`config.mk`:
```
export PLATFORM = sky130hd
export DESIGN_NAME = ctrl_pipeline
export DESIGN_NICKNAME = d
export VERILOG_FILES = /design/src/rtl/lc3b_types.sv /design/src/rtl/ctrl_decode.sv /design/src/rtl/ctrl_pipeline.sv
export SDC_FILE = /design/constraint.sdc
export NUM_CORES = 1
export LEC_CHECK = 0
export CORE_MARGIN = 3
export CORE_UTILIZATION = 40
export DETAILED_ROUTE_END_ITERATION = 12
export PLACE_DENSITY_LB_ADDON = 0.3
export REMOVE_ABC_BUFFERS = 1
export SLEW_MARGIN = 0
export SYNTH_ARGS = -nofsm -noshare
export SYNTH_HDL_FRONTEND = slang
export SYNTH_SLANG_ARGS = --single-unit
```
`constraint.sdc`:
```
create_clock -name clk -period 2.5 [get_ports clk]
set_clock_uncertainty 0.1 [all_clocks]
set_input_delay 0.5 -clock clk [delete_from_list [all_inputs] [get_ports clk]]
set_output_delay 0.5 -clock clk [all_outputs]
set_load 0.05 [all_outputs]
```
`src/rtl/lc3b_types.sv`:
```
// rtl/lc3b_types.sv - LC-3b opcode, ALU op and pipelined control word types
package lc3b_types;

  typedef enum logic [3:0] {
    op_br   = 4'd0,
    op_add  = 4'd1,
    op_ldb  = 4'd2,
    op_stb  = 4'd3,
    op_jsr  = 4'd4,
    op_and  = 4'd5,
    op_ldr  = 4'd6,
    op_str  = 4'd7,
    op_rti  = 4'd8,
    op_not  = 4'd9,
    op_ldi  = 4'd10,
    op_sti  = 4'd11,
    op_jmp  = 4'd12,
    op_shf  = 4'd13,
    op_lea  = 4'd14,
    op_trap = 4'd15
  } lc3b_opcode;

  // alu_add is encoding 0 so an all-zero word decodes as a plain add.
  typedef enum logic [2:0] {
    alu_add  = 3'd0,
    alu_and  = 3'd1,
    alu_not  = 3'd2,
    alu_xor  = 3'd3,
    alu_shf  = 3'd4,
    alu_pass = 3'd5
  } lc3b_aluop;

  typedef struct packed {
    lc3b_opcode opcode;
    lc3b_aluop  aluop;
    logic       load_regfile;
    logic       mem_read;
    logic       mem_write;
    logic       br_en;
    logic       illegal;
  } lc3b_control_word;

  typedef struct packed {
    logic             valid;
    lc3b_control_word ctrl;
  } ctrl_stage_t;

endpackage

```
`src/rtl/ctrl_decode.sv`:
```
// rtl/ctrl_decode.sv - combinational LC-3b opcode to control word decode
module ctrl_decode
  import lc3b_types::*;
#(
  parameter logic [15:0] OPCODE_EN = 16'hFEFF
) (
  input  logic [15:0]      instr,
  output lc3b_control_word ctrl
);

  lc3b_opcode op;
  logic       unused_operands;

  assign op              = lc3b_opcode'(instr[15:12]);
  assign unused_operands = ^instr[11:0];

  always_comb begin
    ctrl        = '0;
    ctrl.opcode = op;
    if (!OPCODE_EN[instr[15:12]]) begin
      ctrl.illegal = 1'b1;
    end else begin
      ctrl.aluop = alu_pass;
      case (op)
        op_add: begin ctrl.aluop = alu_add; ctrl.load_regfile = 1'b1; end
        op_and: begin ctrl.aluop = alu_and; ctrl.load_regfile = 1'b1; end
        op_not: begin ctrl.aluop = alu_not; ctrl.load_regfile = 1'b1; end
        op_ldr, op_ldb, op_ldi: begin
          ctrl.aluop        = alu_add;
          ctrl.mem_read     = 1'b1;
          ctrl.load_regfile = 1'b1;
        end
        op_str, op_stb, op_sti: begin
          ctrl.aluop     = alu_add;
          ctrl.mem_write = 1'b1;
        end
        op_br:   ctrl.br_en = 1'b1;
        default: ;
      endcase
    end
  end

endmodule

```
`src/rtl/ctrl_pipeline.sv`:
```
// rtl/ctrl_pipeline.sv - decoded control word pipeline with stall, flush and counters
// Optional perf counters: CTRL_PIPELINE_PERF_EN
module ctrl_pipeline
  import lc3b_types::*;
#(
  parameter int          NUM_STAGES = 4,
  parameter logic [15:0] OPCODE_EN  = 16'hFEFF,
  parameter int          CNT_W      = 16
) (
  input  logic                                  clk,
  input  logic                                  rst_n,
  input  logic                                  instr_valid,
  input  logic [15:0]                           instr,
  output logic                                  instr_ready,
  input  logic                                  stall_en,
  input  logic [$clog2(NUM_STAGES)-1:0]         stall_stage,
  input  logic [NUM_STAGES-1:0]                 flush_mask,
  output logic [NUM_STAGES-1:0]                 stage_valid,
  output lc3b_control_word [NUM_STAGES-1:0]     stage_ctrl,
  output logic [CNT_W-1:0]                      illegal_count,
  output logic [CNT_W-1:0]                      stall_cycles,
  output logic [CNT_W-1:0]                      bubble_count
);

  lc3b_control_word               dec_word;
  ctrl_stage_t [NUM_STAGES-1:0]   stage_q;
  ctrl_stage_t [NUM_STAGES-1:0]   nxt;
  logic        [NUM_STAGES-1:0]   veff;
  logic                           accept;
  int                             s;

  ctrl_decode #(.OPCODE_EN(OPCODE_EN)) u_decode (
    .instr (instr),
    .ctrl  (dec_word)
  );

  assign instr_ready = rst_n & ~stall_en;
  assign accept      = instr_valid & instr_ready;
  assign s           = int'(stall_stage);

  always_comb begin
    for (int k = 0; k < NUM_STAGES; k++) begin
      stage_valid[k] = stage_q[k].valid;
      stage_ctrl[k]  = stage_q[k].ctrl;
    end
  end

  // Flushed entries stay in place but can never move downstream as valid.
  assign veff = stage_valid & ~flush_mask;

  always_comb begin
    nxt[0].valid = accept;
    nxt[0].ctrl  = accept ? dec_word : '0;
    for (int k = 1; k < NUM_STAGES; k++) begin
      nxt[k].valid = veff[k-1];
      nxt[k].ctrl  = stage_q[k-1].ctrl;
    end
  end

  always_ff @(posedge clk) begin
    if (!rst_n) begin
      stage_q <= '0;
    end else begin
      for (int k = 0; k < NUM_STAGES; k++) begin
        if (stall_en && k <= s) begin
          stage_q[k].valid <= veff[k];
        end else if (stall_en && k == s + 1) begin
          stage_q[k] <= '0;
        end else begin
          stage_q[k] <= nxt[k];
        end
      end
    end
  end

  always_ff @(posedge clk) begin
    if (!rst_n) begin
      illegal_count <= '0;
    end else if (accept && dec_word.illegal && illegal_count != '1) begin
      illegal_count <= illegal_count + 1'b1;
    end
  end

`ifdef CTRL_PIPELINE_PERF_EN
  logic             bubble_ins;
  logic [CNT_W-1:0] stall_q;
  logic [CNT_W-1:0] bubble_q;

  // A full-depth stall freezes everything, so it is the only stall with no bubble.
  assign bubble_ins = stall_en ? (s != NUM_STAGES - 1) : !accept;

  always_ff @(posedge clk) begin
    if (!rst_n) begin
      stall_q  <= '0;
      bubble_q <= '0;
    end else begin
      if (stall_en && stall_q != '1)    stall_q  <= stall_q + 1'b1;
      if (bubble_ins && bubble_q != '1) bubble_q <= bubble_q + 1'b1;
    end
  end

  assign stall_cycles = stall_q;
  assign bubble_count = bubble_q;
`else
  assign stall_cycles = '0;
  assign bubble_count = '0;
`endif

endmodule

```
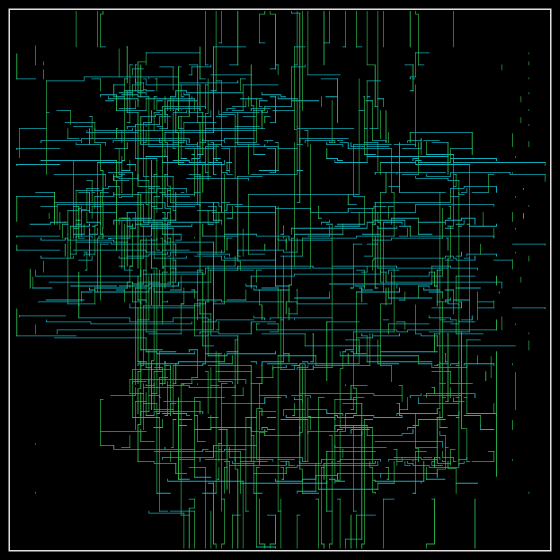
**Above:** run 1 (wiring by layer).
Only two layers are drawn.
legend:
  cyan:
    layer: met1
    wire_length: 3350 um
  green:
    layer: met2
    wire_length: 3390 um

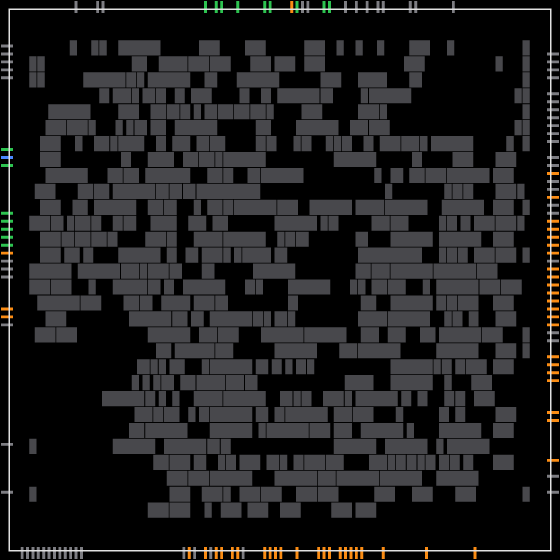
**Above:** run 1 (ports around the boundary).
Pins as bars across the die edge, other pins in grey.
legend:
  green:
    port: `illegal_count`
    pins: 16
    direction: output
    edge: 9 top, 7 left
  orange:
    port: `stage_ctrl`
    pins: 48
    direction: output
    edge: 22 bottom, 22 right, 3 left, 1 top
  blue:
    port: `rst_n`
    pins: 1
    direction: input
    edge: left

==> flow_metrics.tcl, run 1 <==
# collected from the flow reports
set metrics [dict create \
    cts-buffers-inserted 9 \
    reg2reg_to "illegal_count[15]$_SDFFE_PN0P_" \
    finalWirelength_um 7340 \
    top_area_cell_class "combinational gates" \
    fmax_mhz 425 \
    fin_crit_sh_pct 94.1 \
    setup_violations 0 \
    finalNonFillerCells 522 \
    p_int_mw 1.75 \
    wl_per_cell_um 14.1 \
    ys_async_sr_fraction_pct 0 \
    root_buffer "clkbuf_8" \
    ys_sh_simple_pct 23.4 \
    fillers 629 \
    grt_use_met2_pct 26.8 \
    status "finished clean" \
    pwr-share-comb_pct 11.9 \
    clockPowerShare_pct 42.2 \
    dominantRegCellSynth "dfxtp_1" \
    slew_headroom_pct 50.9 \
    area_growth_pct 35.9 \
    drtIter0Drc 127 \
    synthTopCellsByCount "dfxtp_1, a21oi_1, buf_4" \
    grt_pass1_wl_um 11900 \
    syn_inst 334 \
    ys.flops 68 \
    rrSetupSlack_ns 0.50 \
    ys_cells 334 \
    slowest_delay_ns 0.52 \
    tightestPinTransition_ns 0.733 \
    postLayoutCoreUtil_pct 57.8 \
    finalSetupTns_ns 0 \
]
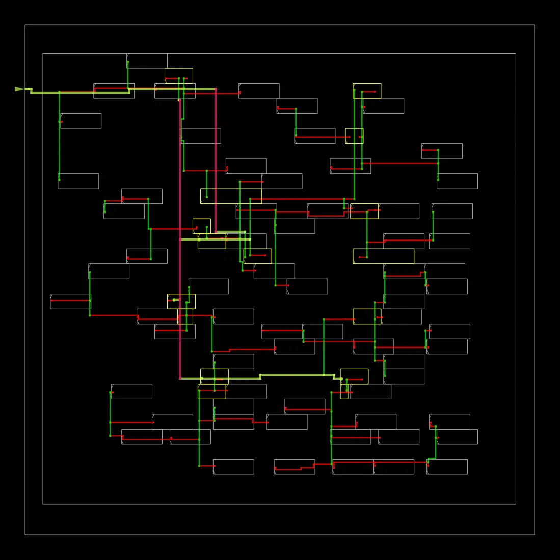
**Above:** run 1 (clock routing).
Flop Count: 68
P_clk: 1.01 mW
clkbuf count: 11

==> run 2: changes to the inputs <==
--- a/config.mk
+++ b/config.mk
@@ -5,6 +5,7 @@
 export SDC_FILE = /design/constraint.sdc
 export NUM_CORES = 1
 export LEC_CHECK = 0
+export ABC_CLOCK_PERIOD_IN_PS = 2500
 export CORE_MARGIN = 3
 export CORE_UTILIZATION = 40
 export DETAILED_ROUTE_END_ITERATION = 12
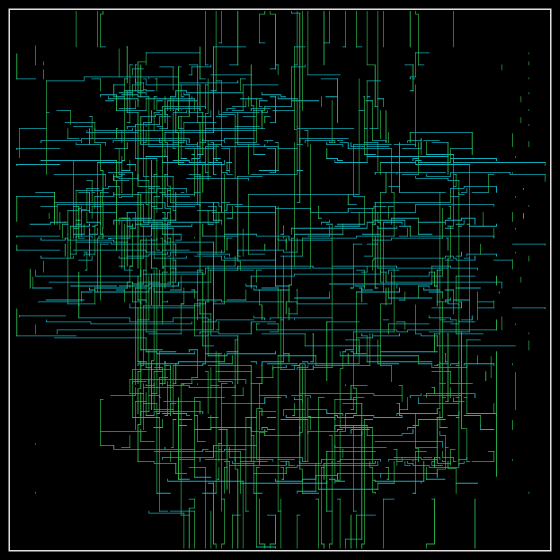
**Above:** run 2 (wiring by layer).
Only two layers are drawn.
average wire per standard cell: 14.1 um
final WL: 7340 um
GRT Resource Usage Total: 17.5%
DR vias: 2648

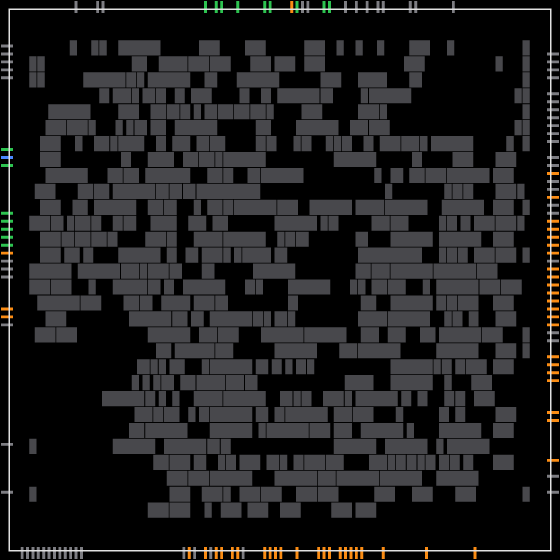
**Above:** run 2 (ports around the boundary).
Pins as bars across the die edge, other pins in grey.
legend:
  blue:
    port: `rst_n`
    pins: 1
    direction: input
    edge: left
  orange:
    port: `stage_ctrl`
    pins: 48
    direction: output
    edge: 22 bottom, 22 right, 3 left, 1 top
  green:
    port: `illegal_count`
    pins: 16
    direction: output
    edge: 9 top, 7 left

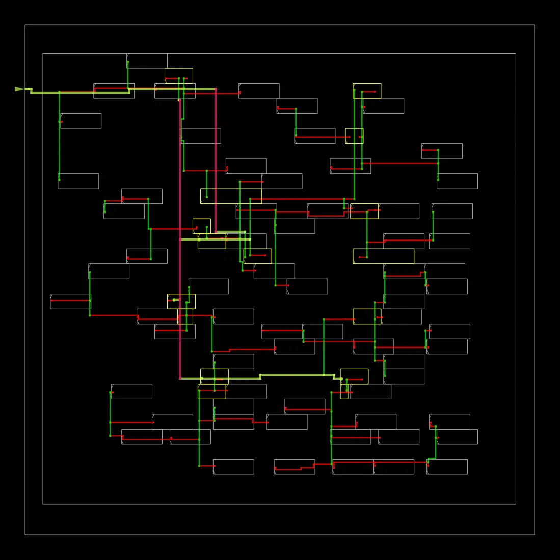
**Above:** run 2 (clock routing).
Sink Count: 68
Num CTS Buffers: 9
clock latency at the later pin of the worst-skew pair: 0.34 ns

==> run 2 against run 1 <==
Worst setup slack stayed put. Sequential share of layout area stayed put. Register-to-register slack hardly changed. Global-route usage stayed put. Design area stayed put. Combinational power hardly changed.
==> flow_metrics.tcl, run 2 <==
# collected from the flow reports
set metrics [dict create \
    yosysTopAreaCell "dfxtp_1" \
    fmax_mhz 425 \
    use_met1_pct 23.3 \
    maxPowerGroup "sequential cells" \
    crit_required_ns 1.90 \
    setup_violations 0 \
    buffers 94 \
    clock_buffer_count 11 \
    ys.flops 68 \
    fillers 629 \
    drtIter0Drc 127 \
    finalSetupTns_ns 0 \
    top_area_cell_class "combinational gates" \
    crit_end "instr_ready" \
    postLayoutCoreUtil_pct 57.8 \
    root_buffer "clkbuf_8" \
    rows 30 \
    grt_pass1_wl_um 11900 \
    drv_cap 0 \
    rrSetupSlack_ns 0.50 \
    hold_path_depth 2 \
    reg2reg_to "illegal_count[15]$_SDFFE_PN0P_" \
    ys_sh_simple_pct 23.4 \
    grt.busiest_layer "met2" \
    slew_headroom_pct 50.9 \
    area_growth_pct 35.9 \
    finalNonFillerCells 522 \
    clockPowerShare_pct 42.2 \
    synthTopCellsByCount "dfxtp_1, a21oi_1, buf_4" \
    worstPathMaxFanout 9 \
    syn_inst 334 \
    slowest_delay_ns 0.52 \
    dominantRegCellSynth "dfxtp_1" \
    p_int_mw 1.75 \
    ys_cells 334 \
    tool_warnings 37 \
    rsz0062_at_grt "no" \
    tightestPinTransition_ns 0.733 \
    pwr-share-comb_pct 11.9 \
    cts_max_path_buffers 2 \
    grt_use_met2_pct 26.8 \
    seq_cells 68 \
    p_clk_mw 1.01 \
    swShare_pct 27.0 \
    status "finished clean" \
]
**Run 2: where the registers sit**

Bar = 20 um.
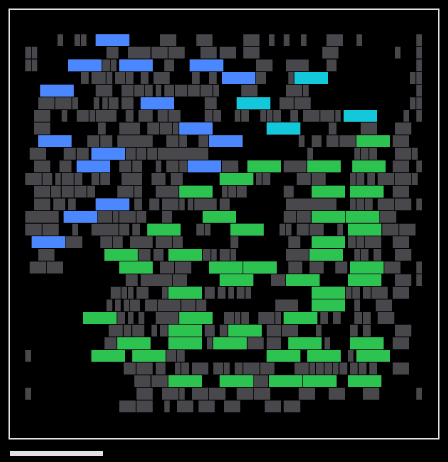

==> run 3: changes to the inputs <==
--- a/config.mk
+++ b/config.mk
@@ -8,8 +8,11 @@
 export ABC_CLOCK_PERIOD_IN_PS = 2500
 export CORE_MARGIN = 3
 export CORE_UTILIZATION = 40
+export CTS_CLUSTER_DIAMETER = 100
 export DETAILED_ROUTE_END_ITERATION = 12
+export MAX_ROUTING_LAYER = met4
 export PLACE_DENSITY_LB_ADDON = 0.3
+export RECOVER_POWER = 25
 export REMOVE_ABC_BUFFERS = 1
 export SLEW_MARGIN = 0
 export SYNTH_ARGS = -nofsm -noshare
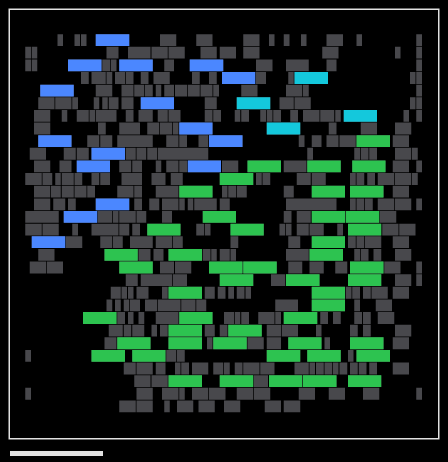
**Above:** run 3 (where the registers sit).
Bar = 20 um.
legend:
  green:
    netlist_name: `stage_ctrl`
    placed_flops: 48
  cyan:
    netlist_name: `stage_valid`
    placed_flops: 4
  blue:
    netlist_name: `illegal_count`
    placed_flops: 16

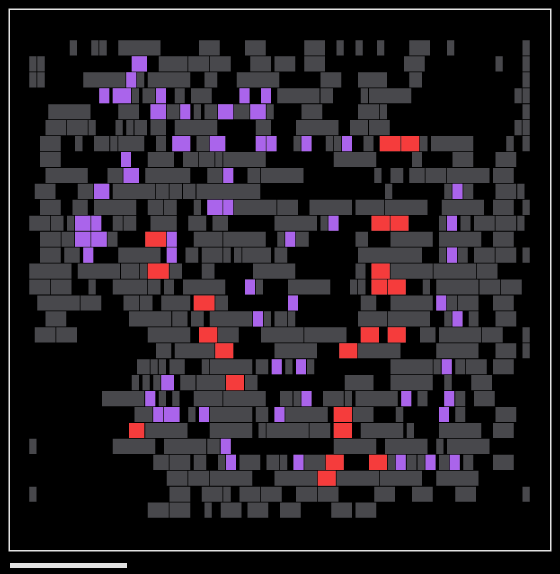
**Above:** run 3 (logic cells by family).
Bar = 20 um.
legend:
  purple:
    family: inverting AOI/OAI gates
    cells: 59
    where: widely spread
  red:
    family: AND-OR and OR-AND gates
    cells: 22

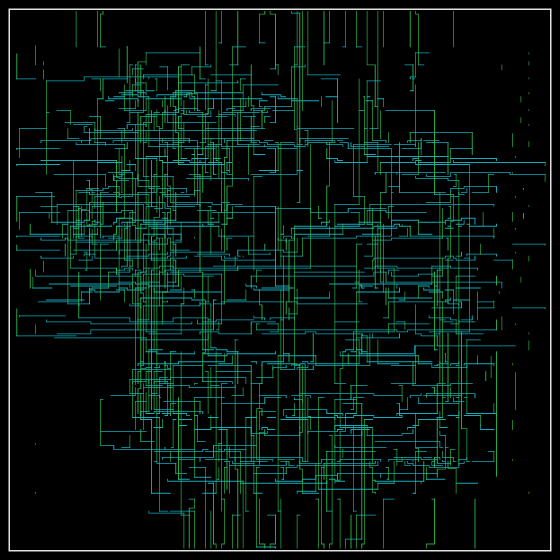
**Above:** run 3 (wiring by layer).
Only two layers are drawn.
legend:
  green:
    layer: met2
    wire_length: 3430 um
  cyan:
    layer: met1
    wire_length: 3380 um

==> run 3 against run 2 <==
Core utilization about the same. Sequential share of layout area hardly changed. Worst setup slack lost 0.013 ns. Register-to-register slack hardly changed. Area after synthesis unchanged. Combinational power about the same. Global-route usage is 0.41 points higher. Final cell count stayed put. Die size is the same. Routed wire length increased by 0.38%. Largest cell class unchanged. Largest power group unchanged.
==> flow_metrics.tcl, run 3 <==
# collected from the flow reports
set metrics [dict create \
    ys_sh_simple_pct 23.4 \
    grt.busiest_layer "met2" \
    p_int_mw 1.75 \
    ys_async_sr_fraction_pct 0 \
    grt_usage_pct 17.9 \
    cts_max_path_buffers 2 \
    clockPowerShare_pct 42.2 \
    buffers 94 \
    synthTopCellsByCount "dfxtp_1, a21oi_1, buf_4" \
    fin_crit_sh_pct 94.6 \
    status "finished clean" \
    crit_end "instr_ready" \
    grt_pass1_wl_um 11900 \
    finalWirelength_um 7370 \
    cts_sinks 68 \
    tightestPinTransition_ns 0.834 \
    ys.flops 68 \
    finalNonFillerCells 522 \
    cts-buffers-inserted 9 \
    hold_path_depth 2 \
    finalSetupTns_ns 0 \
    swShare_pct 27.0 \
]
Power figures rest on the tool's default switching activity, not on a simulated workload.
